--- src/rtl/serial_loader.sv ---
// serial_loader: assembles a WIDTH-bit word from a serial line, then checks one even-parity bit.
// Latency: start sampled at edge E0 -> load strobe during the cycle after edge E(WIDTH+1).
// Backpressure: none; start is ignored mid-frame and honoured only in IDLE or LOAD (back-to-back).
module serial_loader #(
    parameter int WIDTH     = 8,
    parameter int MSB_FIRST = 0
) (
    input  logic             clk_i,
    input  logic             reset_ni,
    input  logic             start_i,
    input  logic             sin_i,
    output logic [WIDTH-1:0] dout_o,
    output logic             load_o,
    output logic             busy_o,
    output logic             perr_o
);

    // Counter holds 0..WIDTH data bits, so it never wraps inside a frame.
    localparam int CNT_W = $clog2(WIDTH + 1);

    typedef enum logic [1:0] {
        IDLE   = 2'd0,
        SHIFT  = 2'd1,
        PARITY = 2'd2,
        LOAD   = 2'd3
    } state_t;

    state_t           state_q, state_d;
    logic [CNT_W-1:0] cnt_q, cnt_d;
    logic [WIDTH-1:0] sr_q, sr_d;
    logic [WIDTH-1:0] dout_q, dout_d;
    logic             load_q, load_d;
    logic             busy_q, busy_d;
    logic             perr_q, perr_d;
    logic [WIDTH-1:0] sr_shifted;

    // Where a new serial bit enters depends on the transmit bit order.
    generate
        if (MSB_FIRST != 0) begin : g_msb_first
            assign sr_shifted = {sr_q[WIDTH-2:0], sin_i};
        end else begin : g_lsb_first
            assign sr_shifted = {sin_i, sr_q[WIDTH-1:1]};
        end
    endgenerate

    // Next-state logic; load/busy are derived from the next state so they leave as flops.
    always_comb begin
        state_d = state_q;
        cnt_d   = cnt_q;
        sr_d    = sr_q;
        dout_d  = dout_q;
        perr_d  = perr_q;
        case (state_q)
            IDLE: begin
                if (start_i) begin
                    state_d = SHIFT;
                    cnt_d   = '0;
                    perr_d  = 1'b0;
                end
            end
            SHIFT: begin
                sr_d  = sr_shifted;
                cnt_d = cnt_q + 1'b1;
                if (cnt_q == CNT_W'(WIDTH - 1)) begin
                    state_d = PARITY;
                end
            end
            PARITY: begin
                // Even parity: data bits XOR parity bit must be zero.
                if ((^sr_q) == sin_i) begin
                    state_d = LOAD;
                    dout_d  = sr_q;
                end else begin
                    state_d = IDLE;
                    perr_d  = 1'b1;
                end
            end
            LOAD: begin
                if (start_i) begin
                    state_d = SHIFT;
                    cnt_d   = '0;
                    perr_d  = 1'b0;
                end else begin
                    state_d = IDLE;
                end
            end
            default: begin
                state_d = IDLE;
            end
        endcase
        load_d = (state_d == LOAD);
        busy_d = (state_d != IDLE);
    end

    // State and output registers; reset takes effect without waiting for the clock.
    always_ff @(posedge clk_i or negedge reset_ni) begin
        if (!reset_ni) begin
            state_q <= IDLE;
            cnt_q   <= '0;
            sr_q    <= '0;
            dout_q  <= '0;
            load_q  <= 1'b0;
            busy_q  <= 1'b0;
            perr_q  <= 1'b0;
        end else begin
            state_q <= state_d;
            cnt_q   <= cnt_d;
            sr_q    <= sr_d;
            dout_q  <= dout_d;
            load_q  <= load_d;
            busy_q  <= busy_d;
            perr_q  <= perr_d;
        end
    end

    assign dout_o = dout_q;
    assign load_o = load_q;
    assign busy_o = busy_q;
    assign perr_o = perr_q;

endmodule
--- config.mk ---
export PLATFORM = sky130hd
export DESIGN_NAME = serial_loader
export DESIGN_NICKNAME = d
export VERILOG_FILES = /design/src/rtl/serial_loader.sv
export SDC_FILE = /design/constraint.sdc
export NUM_CORES = 1
export LEC_CHECK = 0
export CORE_ASPECT_RATIO = 2
export CORE_MARGIN = 4
export CORE_UTILIZATION = 43
export CTS_CLUSTER_DIAMETER = 150
export DETAILED_ROUTE_END_ITERATION = 10
export PLACE_DENSITY = 0.76
export SYNTH_ARGS = -nofsm -noshare
export SYNTH_HDL_FRONTEND = slang
export SYNTH_SLANG_ARGS = --single-unit
--- constraint.sdc ---
create_clock -name clk_i -period 2 [get_ports clk_i]
set_clock_uncertainty 0.05 [all_clocks]
set_input_delay 0.4 -clock clk_i [delete_from_list [all_inputs] [get_ports clk_i]]
set_output_delay 0.4 -clock clk_i [all_outputs]
set_load 0.05 [all_outputs]
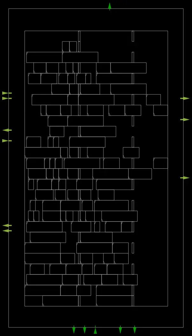
Run 1: placement view
Placeable Area: 2600 sq um
sequential cells: 25
register share of the cell area: 43.1%
number of non-filler instances in the completed layout: 143
well-tap cell count: 28

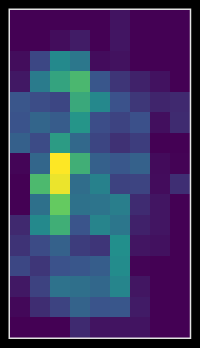
Run 1: wiring heat map
Scale: 4 px per um. 9 x 16 tiles, from dark purple (low) to yellow (high), scaled to the fullest tile. Values are wire area over tile area, all layers added.
tiles over half the peak = 7.6%
densest ninth of the die = west
nearly empty tiles = 27%
via count of the routed design: 740
aggregate global-route resource usage: 13.4%
Total Routed Length: 2.11 mm

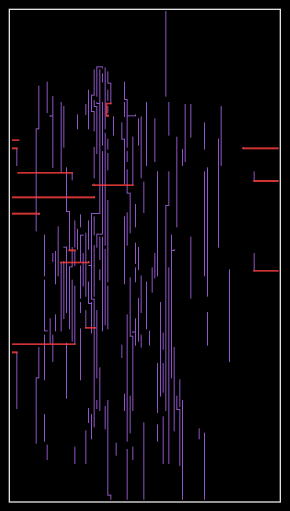
Run 1: signal wires by layer
Scale: 6 px per um. Two of the layers only.
purple -> metal 2  # wire length 1210 um
red -> metal 3  # wire length 69.7 um
wire length per cell after detailed routing: 14.8 um

run 1: stage by stage:
| stage | cells | hold WS (ns) | utilization [%] | worst slack [ns] |
|---|---|---|---|---|
| 6_report | 143 | 0.389 | 55.7 | 0.0755 |
| 4_1_cts | 141 | 0.443 | 54.6 | 0.00265 |
| 3_5_place_dp | 137 | 0.445 | 52.8 | -0.221 |
| 5_1_grt | 143 | 0.409 | 55.7 | -0.00121 |
| 2_1_floorplan | 92 | 0.0544 | - | 0.143 |
| 3_3_place_gp | 137 | 0.432 | 52.8 | -0.218 |
run 1: cell type report:
class,count,area [sq um],share of cell area [%]
Sequential cell,25,626,43.1
Inverter,6,22.5,1.55
Multi-Input combinational cell,58,519,35.8
Timing Repair Buffer,22,203,14.0
Tap cell,28,35.0,2.42
Clock buffer,4,45.0,3.11
==> reports/results.env, run 1 <==
POSTSYNTHAREAPERCELL_SQ_UM=12.8
DR_WL_MET3_UM=69
FLOORPLAN.INITIALDENSITY_PCT=45.1
ENDPOINT_KIND='flip-flop'
SETUP_VIOL=0
DR.FIRST_ITER.DRC_COUNT=10
MAX-CLOCK-PATH-BUFFERS=2
YOSYS_CELLS=92
CRIT_PATH_END='dout_o[7]'
DIE_Y_UM=81.9
IO_BUFFER_COUNT=14
CRITICAL_PATH_CLASS='flip-flop to flip-flop'
WORST_SETUP_PATH_STARTPOINT='sr_q[6]'
SYNTH_XOR_XNOR_AREA_SHARE_PCT=6.93
CTS.HTREE.LEVELS=1
POST-SYNTH-TOP-AREA-CELL='sky130_fd_sc_hd__dfrtp_1'
YOSYSWARNINGCOUNT=0
DP.FINAL_HPWL_MM=1.60
CTS.SINK_COUNT=25
SETUP.REG_TO_REG.WORST_SLACK_NS=0.08
REG2REGPATHDEPTH=5
SKEW_PAIR_LATE_INSERTION_DELAY_NS=0.27
POST-SYNTH-TOP-COUNT-CELL='sky130_fd_sc_hd__dfrtp_1'
POST_SYNTH_INSTANCE_AREA_SQ_UM=1170
MAXSLEWVIOLCOUNT=0
CORE.ROWCOUNT=26
ACHIEVABLE-FREQUENCY_MHz=520
NUMBER_OF_ENABLE_FLIP_FLOP_CELLS=0
FINAL_LAYOUT_TOP_LOGIC_CELL='sky130_fd_sc_hd__dfrtp_1'
DIE_X_UM=44.9
YOSYS_SYNTHESIS_CHIP_AREA_SQ_UM=1170
RUN_STATUS='completed'
MIN_TO='sr_q[7]'
NUMCTSBUFFERS=3
MOST_FREQUENTLY_PLACED_LOGIC_CELLS_IN_THE_FINAL_LAYOUT='25 x sky130_fd_sc_hd__dfrtp_1, 17 x sky130_fd_sc_hd__mux2_2, 13 x sky130_fd_sc_hd__clkdlybuf4s50_1'
TIMING_HOLD_VIOLATIONS_FINAL=0
TIMING.FINAL.CRIT_PERIOD_NS=1.92
GRT_FIRST_PASS_WIRELENGTH_MM=3.60
Run 1, sizing map:
Scale: 6 px per um.
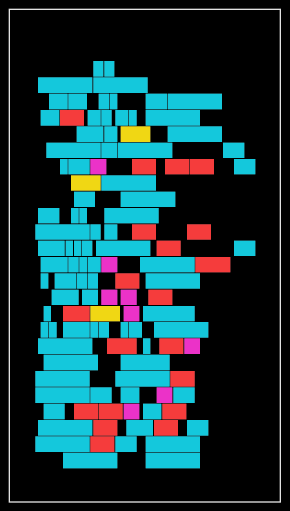

--- run 2 (diff from run 1) ---
--- a/config.mk
+++ b/config.mk
@@ -11,6 +11,7 @@
 export CTS_CLUSTER_DIAMETER = 150
 export DETAILED_ROUTE_END_ITERATION = 10
 export PLACE_DENSITY = 0.76
+export RECOVER_POWER = 25
 export SYNTH_ARGS = -nofsm -noshare
 export SYNTH_HDL_FRONTEND = slang
 export SYNTH_SLANG_ARGS = --single-unit
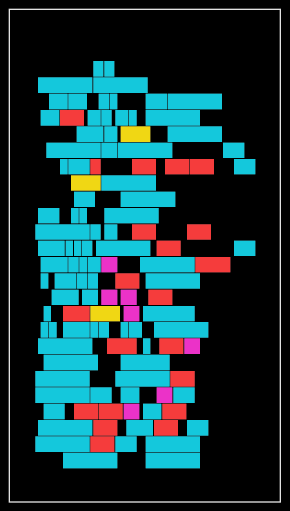
Run 2: sizing map
Scale: 6 px per um.
cyan -> _0 and _1 cells  # cells 84
yellow -> _6 and larger  # cells 3
magenta -> _3 and _4 cells  # cells 7
red -> _2 cells  # cells 21
Worst Setup Slack, final: 0.0755 ns
Area Growth Syn to Fin: 23.3%
Non-clock buffers: 22
final standard cell area without fillers: 1450 sq um

==> run 2 against run 1 <==
  * Non-clock buffer count unchanged
  * First-iteration DRC count increased by 60%
  * Die area unchanged
  * Area after synthesis unchanged
  * Core utilization decreased by 0.096 points
  * Via count decreased by 0.27%
  * Routed wire length decreased by 0.71%
  * Critical path depth unchanged
  * Count of clock-buffer cells in the layout unchanged
  * Critical endpoint unchanged
==> reports/results.env, run 2 <==
CTS.SINK_COUNT=25  # unchanged
LAYOUT.CELLS.LARGEST_CLASS='flip-flops and latches'
MOST_FREQUENTLY_PLACED_LOGIC_CELLS_IN_THE_FINAL_LAYOUT='25 x sky130_fd_sc_hd__dfrtp_1, 17 x sky130_fd_sc_hd__mux2_2, 12 x sky130_fd_sc_hd__clkdlybuf4s50_1'
FIN_HOLD_WS_NS=0.389  # +0.000138 ns
POST_SYNTH_INSTANCE_AREA_SQ_UM=1170  # unchanged
CRIT_PATH_END='dout_o[7]'
DIE_X_UM=44.9  # unchanged
SEQ_CELLS=25  # unchanged
MAX-CLOCK-PATH-BUFFERS=2  # unchanged
SH_SEQ_AREA_PCT=43.2  # +0.075 points
SETUP_VIOL=0  # unchanged
POSTSYNTHAREAPERCELL_SQ_UM=12.8  # unchanged
SKEW_PAIR_LATE_INSERTION_DELAY_NS=0.26  # about the same
WIRELENGTH_MM=2.10  # -0.71%
CRITICAL_PATH_CLASS='flip-flop to flip-flop'
RUN_STATUS='completed'
WORST_SETUP_PATH_STARTPOINT='sr_q[6]'
MIN_TO='sr_q[7]'
END_OF_FLOW_CORE_UTILIZATION_PCT=55.6  # -0.096 points
YOSYS_CELLS=92  # unchanged
PLACE_INST=137  # unchanged
REG2REGPATHDEPTH=5  # unchanged
FINAL_LAYOUT_TOP_LOGIC_CELL='sky130_fd_sc_hd__dfrtp_1'
YOSYSWARNINGCOUNT=0  # unchanged
DR.FIRST_ITER.DRC_COUNT=16  # +6
NUMBER_OF_NON_FILLER_INSTANCES_IN_THE_COMPLETED_LAYOUT=143  # unchanged
SEQ_AREA_SQ_UM=626  # unchanged
CORE.ROWCOUNT=26  # unchanged
NNONCLKINVERTERS=6  # unchanged
COMB-CELL-SHARE_PCT=35.9  # +0.062 points
CTS.HTREE.LEVELS=1  # unchanged
DRT-WIRELENGTH-PER-CELL_UM=14.7  # -0.71%
TIMING_HOLD_VIOLATIONS_FINAL=0  # unchanged
IO_BUFFER_COUNT=14  # unchanged
GRT_FIRST_PASS_WIRELENGTH_MM=3.60  # unchanged
DIE_Y_UM=81.9  # unchanged
NUMCTSBUFFERS=3  # unchanged
## run 2: metrics by stage
step | cell area (sq um)
floorplan | 1170
finish | 1450
detailed placement | 1380
CTS | 1420
global route | 1450
global placement | 1380
## run 2: layer usage
layer  wire length [um]  global-route usage (%)
met1                795                    14.6
met2               1210                    24.6
met5                  0                       0
met3                 63                    1.97
met4                 29                    5.28
## run 2: logic make-up (layout without fill, tap and decap cells)
logic type	count (synthesis)	count (layout)	synth area share (%)
xor gates and xnor gates	6	6	6.93
buffers and inverters	9	32	3.52
and+or+nand+nor	14	14	5.65
AOI/OAI and AO/OA	15	15	7.78
adders and majority gates	5	5	5.33
DFF	25	25	53.3
muxes	18	18	17.5
Run 2, signal wires by layer:
Scale: 6 px per um. Two of the layers only.
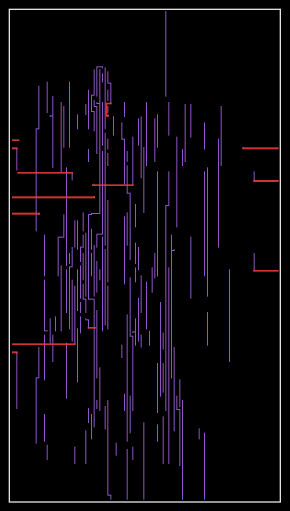

--- run 3 (diff from run 2) ---
--- a/config.mk
+++ b/config.mk
@@ -10,7 +10,7 @@
 export CORE_UTILIZATION = 43
 export CTS_CLUSTER_DIAMETER = 150
 export DETAILED_ROUTE_END_ITERATION = 10
-export PLACE_DENSITY = 0.76
+export PLACE_DENSITY = 0.74
 export RECOVER_POWER = 25
 export SYNTH_ARGS = -nofsm -noshare
 export SYNTH_HDL_FRONTEND = slang
==> constraint.sdc (replaced) <==
create_clock -name clk_i -period 2.2 [get_ports clk_i]
set_clock_uncertainty 0.05 [all_clocks]
set_input_delay 0.44 -clock clk_i [delete_from_list [all_inputs] [get_ports clk_i]]
set_output_delay 0.44 -clock clk_i [all_outputs]
set_load 0.05 [all_outputs]
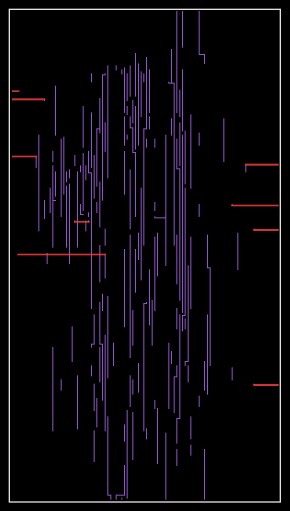
Run 3: signal wires by layer
Scale: 6 px per um. Two of the layers only.
red -> metal 3  # wire length 47.6 um
purple -> metal 2  # wire length 1120 um
wire length per cell after detailed routing: 13.8 um
aggregate global-route resource usage: 12.2%
via count of the routed design: 721
Total Routed Length: 1.91 mm

==> run 3 against run 2 <==
  * Via count shrank 2.3%
  * Routed wire length shrank 8.6%
  * Cell count shrank 2.8%
  * Final area shrank 3.2%
  * First-iteration DRC count grew 25%
  * Worst setup slack gained 0.10 ns
  * Sequential cell count is the same
  * Global-route usage shrank 1.1 points
  * Highest routed layer unchanged
==> reports/results.env, run 3 <==
RUN_STATUS='completed'
GLOBALROUTEMET2UTIL_PCT=22.3  # -2.3 points
GLOBALROUTE.BUSIESTLAYER='met2'
OVERFLOW=0
WORST_PATH_TOP_CELL_FAMILY_BY_DELAY='buffers and inverters'
MOST_FREQUENTLY_PLACED_LOGIC_CELLS_IN_THE_FINAL_LAYOUT='25 x sky130_fd_sc_hd__dfrtp_1, 17 x sky130_fd_sc_hd__mux2_2, 13 x sky130_fd_sc_hd__clkdlybuf4s50_1'
CRITICAL-PATH-MAX-STAGE-DELAY_NS=0.49
SETUP.REG_TO_REG.WORST_SLACK_NS=0.21
YOSYSWARNINGCOUNT=0  # unchanged
GRT_FIRST_PASS_WIRELENGTH_MM=3.33  # -7.5%
GP_CONGESTION=0.762
AREA_FRACTION_IN_FULL_ADDERS_HALF_ADDERS_AND_MAJORITY_GATES_PCT=5.33  # unchanged
SIGNAL_BUFFERS=18  # -18%
POSTSYNTHAREAPERCELL_SQ_UM=12.8  # unchanged
NUMCTSBUFFERS=3  # unchanged
MUX_SHARE_PCT=17.5  # unchanged
CRIT_PATH_END='busy_o'
NUMBER_OF_ENABLE_FLIP_FLOP_CELLS=0
MAPPEDNETLISTNETS=101
VIA_COUNT_OF_THE_FIRST_GLOBAL_ROUTING_PASS=755
DRT_FIRST_PASS_ITERS=4
SYNTH_XOR_XNOR_AREA_SHARE_PCT=6.93  # unchanged
SEQ_CELLS=25  # unchanged
TOP_AREA_SHARE_PCT=53.3
ANTENNA-DIODE-COUNT=0
YOSYS_CELLS=92  # unchanged
CTS.SINK_COUNT=25  # unchanged
CLK_PIN_SLEW_WORST_PATHS_NS=0.08
USE_MET3_PCT=1.32  # -0.66 points
FINAL-CLK-CELL-SHARE_PCT=3.21
REG2REGPATHDEPTH=6  # +1
CTS.HTREE.LEVELS=1  # unchanged
DIE_X_UM=44.9  # unchanged
DIE_Y_UM=81.9  # unchanged
POST-SYNTH-TOP-AREA-CELL='sky130_fd_sc_hd__dfrtp_1'
DRC=0
CRITICAL_PATH_CLASS='input pin to flip-flop'
YS_SEQ_SHARE_PCT=53.3
YS.FLOP_TYPE='sky130_fd_sc_hd__dfrtp_1'
COMB-CELL-SHARE_PCT=36.2  # +0.29 points
CORE.ROWCOUNT=26  # unchanged
TOPCOMBFAMILYBYAREA='multiplexers'
MIN_TO='perr_o'
CRIT_PATH_CELL_TRACE='clkdlybuf4s50_1, xnor2_1, xnor3_1, mux2i_2, buf_4, o31ai_1, nand2_1'
TIMING.FINAL.CRIT_PERIOD_NS=2.02
TIMING_HOLD_VIOLATIONS_FINAL=0  # unchanged
TIMING.FINAL.WS_SETUP_NS=0.180  # +0.105 ns
WORST-PATH-STAGES=7
NNONCLKINVERTERS=6  # unchanged
MAX_CAP_VIOL_COUNT=0
RR_STARTPOINT='sr_q[4]'
FILLERINSTANCES=232
FINAL_LAYOUT_TOP_LOGIC_CELL='sky130_fd_sc_hd__dfrtp_1'
AREA_GROWTH_SYN_TO_LAYOUT_PCT=19.4
DRT-VIAS-PER-INSTANCE=5.19
CRIT_PATH_START_KIND='input pin'
POST_SYNTH_AO_OA_AREA_FRACTION_PCT=7.78  # unchanged
END_OF_FLOW_CORE_UTILIZATION_PCT=53.8  # -1.8 points
POST_SYNTH_INSTANCE_AREA_SQ_UM=1170  # unchanged
GRT_START_MAX_NET_PINS=26
MAXSLEWVIOLCOUNT=0
WORST_PATH_MAXIMUM_FANOUT=7
POST_SYNTH_INST_COUNT=92
ROUTE.ANTENNA.REMAINING_NETS=0
PLACE_WS_NS=-0.122
LAYOUT.CELLS.LARGEST_CLASS='flip-flops and latches'
CLKBUF_COUNT=4
WORST_SETUP_PATH_STARTPOINT='sin_i'
CP_DATA_ARRIVAL_TIME_NS=2.10
MET1_USAGE_PCT=13.3  # -1.3 points
SKEW_PAIR_LATE_INSERTION_DELAY_NS=0.26  # about the same
NNETSFINAL=121
DR.FIRST_ITER.DRC_COUNT=20  # +4
CTS.REPAIR.RESIZED=0
SEQ_AREA_SQ_UM=626  # unchanged
MAX-CLOCK-PATH-BUFFERS=2  # unchanged
SYNTH_SIMPLE_GATE_AREA_SHARE_PCT=5.65  # unchanged
SH_SEQ_AREA_PCT=44.6  # +1.4 points
SETUP_VIOL=0  # unchanged
IO_BUFFER_COUNT=14  # unchanged
[run 3: cell counts after synthesis]
Identical to the previous run, type by type.
[run 3: kinds of logic after synthesis]
family,Yosys count
DFF,25
muxes,18
AOI/OAI and AO/OA,15
and+or+nand+nor,14
buffers and inverters,9
xor gates and xnor gates,6
adders and majority gates,5
[run 3: stage by stage]
step           hold slack (ns)  setup TNS (ns)  area, sq um  std cells
3_5_place_dp             0.445          -0.696         1360        135
6_report                 0.456               0         1400        139
5_1_grt                  0.486               0         1400        139
4_1_cts                  0.464               0         1410        139
3_3_place_gp             0.439          -0.159         1360        135
2_1_floorplan           0.0944               0         1170         92
[run 3: per-layer routing]
layer	vias to the layer above	part of all wire (%)
met4	0	1.4
li1	355	-
met1	355	38
met5	-	0
met2	9	58
met3	2	2.5
